<file path="src/rtl/bcd_time_counter.sv">
// Purpose : counts 1 s tick pulses into a 24-hour HH:MM:SS time in packed BCD,
//           with run/stop control, a range-checked time-load port and minute/day carry pulses.
// Latency : fields, load_err, min_carry and day_carry are registered; they appear one cycle after the sampling edge.
// Backpres: load_rdy is high only in STOP. A load held while running waits until the block stops.
// Ports   : sclk, rst_n (async, active low), tick_1s, run, clear,
//           load_vld/load_rdy/load_time (ready/valid load of {HH,MM,SS}), load_err,
//           hour_bcd/min_bcd/sec_bcd, min_carry, day_carry.
// Option  : BCD_TIME_COUNTER_ALARM_EN adds alarm_time[15:0] ({HH,MM}) and the alarm_hit pulse.
module bcd_time_counter #(
  parameter logic [7:0] HOUR_MAX = 8'h23
) (
  input  logic        sclk,
  input  logic        rst_n,
  input  logic        tick_1s,
  input  logic        run,
  input  logic        clear,
  input  logic        load_vld,
  output logic        load_rdy,
  input  logic [23:0] load_time,
  output logic        load_err,
  output logic [7:0]  hour_bcd,
  output logic [7:0]  min_bcd,
  output logic [7:0]  sec_bcd,
  output logic        min_carry,
  output logic        day_carry
`ifdef BCD_TIME_COUNTER_ALARM_EN
  ,
  input  logic [15:0] alarm_time,
  output logic        alarm_hit
`endif
);

  typedef enum logic {ST_STOP = 1'b0, ST_RUN = 1'b1} state_t;

  state_t r_state;

  // Two-digit BCD increment; the wrap to 00 is handled by the caller.
  function automatic logic [7:0] bcd_inc(input logic [7:0] v);
    if (v[3:0] == 4'd9) bcd_inc = {v[7:4] + 4'd1, 4'd0};
    else                bcd_inc = {v[7:4], v[3:0] + 4'd1};
  endfunction

  logic       w_tick;
  logic       w_load;
  logic       w_load_ok;
  logic       w_sec_wrap;
  logic       w_min_wrap;
  logic       w_hour_wrap;
  logic [7:0] w_sec_nx;
  logic [7:0] w_min_nx;
  logic [7:0] w_hour_nx;

  assign load_rdy = (r_state == ST_STOP);

  // A tick on the STOP->RUN edge sees r_state==STOP and is dropped.
  assign w_tick = (r_state == ST_RUN) && tick_1s;
  assign w_load = load_vld && load_rdy;

  // A plain binary compare orders valid BCD correctly, so the hour limit check
  // is safe once both hour digits are known to be <= 9.
  assign w_load_ok = (load_time[23:20] <= 4'd9) && (load_time[19:16] <= 4'd9) &&
                     (load_time[23:16] <= HOUR_MAX) &&
                     (load_time[15:12] <= 4'd5) && (load_time[11:8] <= 4'd9) &&
                     (load_time[7:4]   <= 4'd5) && (load_time[3:0]  <= 4'd9);

  assign w_sec_wrap  = (sec_bcd  == 8'h59);
  assign w_min_wrap  = (min_bcd  == 8'h59);
  assign w_hour_wrap = (hour_bcd == HOUR_MAX);

  assign w_sec_nx  = w_sec_wrap ? 8'h00 : bcd_inc(sec_bcd);
  assign w_min_nx  = !w_sec_wrap ? min_bcd :
                     (w_min_wrap ? 8'h00 : bcd_inc(min_bcd));
  assign w_hour_nx = !(w_sec_wrap && w_min_wrap) ? hour_bcd :
                     (w_hour_wrap ? 8'h00 : bcd_inc(hour_bcd));

  always_ff @(posedge sclk or negedge rst_n) begin
    if (!rst_n) begin
      r_state   <= ST_STOP;
      hour_bcd  <= 8'h00;
      min_bcd   <= 8'h00;
      sec_bcd   <= 8'h00;
      load_err  <= 1'b0;
      min_carry <= 1'b0;
      day_carry <= 1'b0;
`ifdef BCD_TIME_COUNTER_ALARM_EN
      alarm_hit <= 1'b0;
`endif
    end else begin
      // Pulse outputs default low; they are only raised for a single cycle.
      load_err  <= 1'b0;
      min_carry <= 1'b0;
      day_carry <= 1'b0;
`ifdef BCD_TIME_COUNTER_ALARM_EN
      alarm_hit <= 1'b0;
`endif
      case (r_state)
        ST_STOP: if (run)  r_state <= ST_RUN;
        ST_RUN:  if (!run) r_state <= ST_STOP;
        default:           r_state <= ST_STOP;
      endcase

      // clear > load > tick; a clear or load swallows a coincident tick.
      if (clear) begin
        hour_bcd <= 8'h00;
        min_bcd  <= 8'h00;
        sec_bcd  <= 8'h00;
      end else if (w_load) begin
        if (w_load_ok) begin
          hour_bcd <= load_time[23:16];
          min_bcd  <= load_time[15:8];
          sec_bcd  <= load_time[7:0];
        end else begin
          load_err <= 1'b1;
        end
      end else if (w_tick) begin
        hour_bcd  <= w_hour_nx;
        min_bcd   <= w_min_nx;
        sec_bcd   <= w_sec_nx;
        min_carry <= w_sec_wrap;
        day_carry <= w_sec_wrap && w_min_wrap && w_hour_wrap;
`ifdef BCD_TIME_COUNTER_ALARM_EN
        alarm_hit <= ({w_hour_nx, w_min_nx, w_sec_nx} == {alarm_time, 8'h00});
`endif
      end
    end
  end

endmodule

</file>
<file path="config.mk">
export PLATFORM = sky130hd
export DESIGN_NAME = bcd_time_counter
export DESIGN_NICKNAME = d
export VERILOG_FILES = /design/src/rtl/bcd_time_counter.sv
export SDC_FILE = /design/constraint.sdc
export NUM_CORES = 1
export LEC_CHECK = 0
export CORE_MARGIN = 5
export CORE_UTILIZATION = 30
export CTS_BUF_LIST = sky130_fd_sc_hd__clkbuf_8
export CTS_CLUSTER_SIZE = 14
export DETAILED_ROUTE_END_ITERATION = 16
export SYNTH_ARGS = -nofsm -noshare
export SYNTH_HDL_FRONTEND = slang
export SYNTH_SLANG_ARGS = --single-unit
export TNS_END_PERCENT = 1
</file>
<file path="constraint.sdc">
create_clock -name sclk -period 2.41 [get_ports sclk]
set_clock_uncertainty 0.05 [all_clocks]
set_input_delay 0.482 -clock sclk [delete_from_list [all_inputs] [get_ports sclk]]
set_output_delay 0.482 -clock sclk [all_outputs]
set_load 0.02 [all_outputs]
</file>
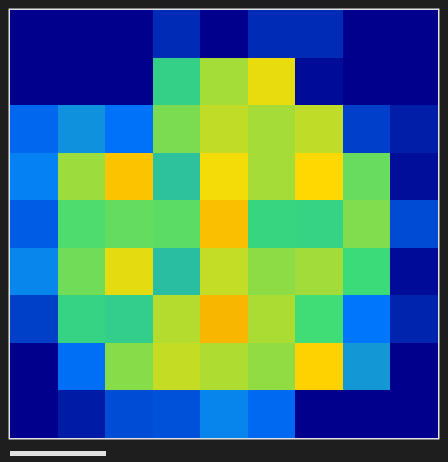
Figure 1: cell density map.
Bar = 20 µm. 9 x 9 tiles, from dark blue (low) to red (high), 0 to 100% covered.
tiles over 75% full: 6.2%
emptiest ninth of the die: upper left
fullest tile: 79%
mean over tiles: 34%
nearly empty tiles: 21%
densest ninth of the die: center
fin util: 0.4718
core area: 5991 µm²

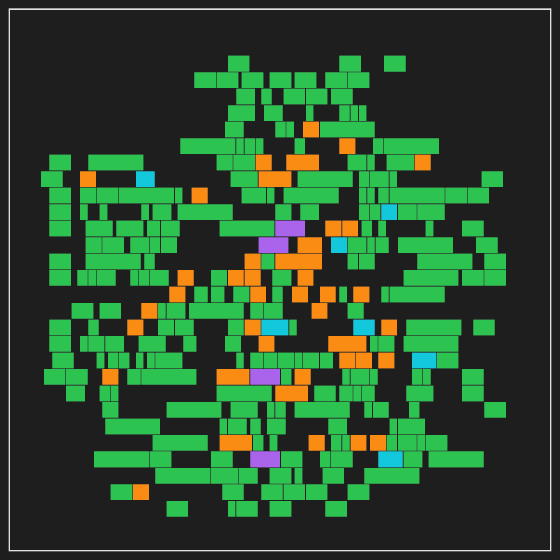
Figure 2: cells by drive strength.
[_2 cells] cyan | cells: 7 | share: 2.4% | most used: mux2_2
[_6 and larger] purple | cells: 4 | share: 1.4% | most used: clkbuf_8
[_0 and _1 cells] green | cells: 234 | share: 82% | most used: clkdlybuf4s50_1
[_3 and _4 cells] orange | cells: 41 | share: 14% | most used: buf_4
Non-CTS buffers: 90
Final WS setup: 103.2 ps
area grow syn2layout: 50.60%
design area: 2826 µm²

==> results_dict.tcl <==
# implementation run metrics
set metrics [dict create \
    synth_area_um2 1877 \
    finalPower_mw 1.455 \
    placed_cell_area_um2 2771 \
    comb-power_mw 0.551 \
    grt_pass1_wl_um 8549 \
    crit_family "simple AND/OR/NAND/NOR gates" \
    synth-main-ff-cell "dfrtp_1" \
    worstReg2RegStart "min_bcd[1]$_DFFE_PN0P_" \
    avgSynthCellArea_um2 9.576 \
    critPathLaunchType "register" \
    cts-resized-gates 0 \
    logic_gates 152 \
    r2r_end "hour_bcd[6]$_DFFE_PN0P_" \
    nNetsFinal 329 \
    top_logic_kind "AND-OR/OR-AND gates" \
    layout-drive-gt1-share 0.1818 \
    cts-hold-fix-buffers 0 \
    inverters 12 \
    p_leak_nw 1.251 \
    final-comb-area_um2 1114 \
    gp_congestion 0.8133 \
    muxShareOfSynthArea 0.07933 \
    crit_fanout 4 \
    worst_pin_slew_ps 678.8 \
    cts.sinks 28 \
    crit_cells 7 \
    clkTransAtPathRegs_ps 100 \
    io_pins 58 \
    switching_share 0.3369 \
    place_hpwl_um 4170 \
    edf_count 0 \
    seq_cell_count 28 \
    vdd_drop_max_mv 0.3006 \
    grt_start_max_net_pins 29 \
    grt.busiest_layer "met2" \
    hold_ws_ps 521.9 \
    outcome "finished clean" \
    met3_length_um 367 \
    die_h_um 89.10 \
    power.switching_mw 0.4902 \
    htree_levels 1 \
    cts_tree "done" \
    clk_latency_ps 280 \
    first_pass_iters 4 \
    adder_share 0.08000 \
    fill_cells 587 \
    fin_crit_sh 0.9572 \
    power.group.top "sequential cells" \
    clockPowerShare 0.207 \
    synth-async-reset-ratio 1.000 \
    cts_buffers 3 \
    synth_area_leader_cell "dfrtp_1" \
    ys_seq_frac 0.3733 \
    grt_use_met3 0.02396 \
    cp_data_required_time_ps 2540 \
    met2WireLength_um 2501 \
]
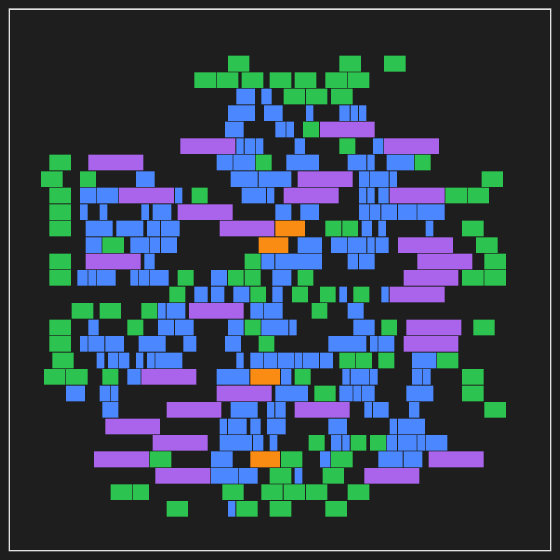
Figure 3: cell classes on the final placement.
[other buffers and delay cells] green | cells: 90
[clock drivers and dummy loads] orange | cells: 4
[flops] purple | cells: 28
[combinational and other logic] blue | cells: 164
sequential share of cell area: 0.2479
Site Rows: 28

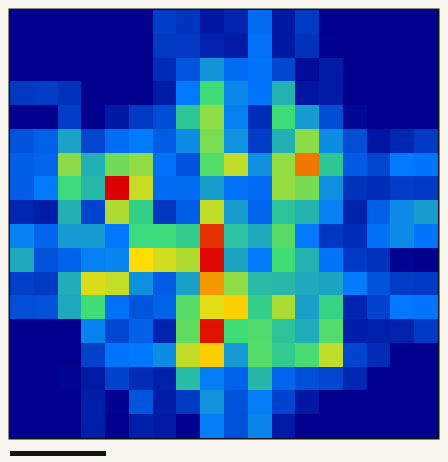
Figure 4: routed metal per tile.
Bar = 20 µm. 18 x 18 tiles, from dark blue (low) to red (high), scaled to the fullest tile. Values are wire area over tile area, all layers added.
tiles over half the peak: 14%
mean over tiles: 0.11
nearly empty tiles: 25%
densest ninth of the die: center
total global-route track usage: 0.1386
DRT Wirelength: 5343 µm
wire per inst: 14.80 µm

-- how the worst max path moves through the flow --
stage               slack (ps)                      end              startpoint
CTS                        110  hour_bcd[6]$_DFFE_PN0P_  min_bcd[1]$_DFFE_PN0P_
floorplan                  190  hour_bcd[5]$_DFFE_PN0P_  min_bcd[0]$_DFFE_PN0P_
global placement          -140   sec_bcd[3]$_DFFE_PN0P_                load_vld
global route                 6   sec_bcd[3]$_DFFE_PN0P_                load_vld
detailed placement        -180   min_bcd[3]$_DFFE_PN0P_           load_time[22]
finish                     100  hour_bcd[6]$_DFFE_PN0P_  min_bcd[1]$_DFFE_PN0P_
-- sequential cells by signal, indices dropped and copies added, names as in the netlist --
signal     cells
day_carry      1
r_state        1
min_bcd        8
load_err       1
hour_bcd       8
min_carry      1
sec_bcd        8
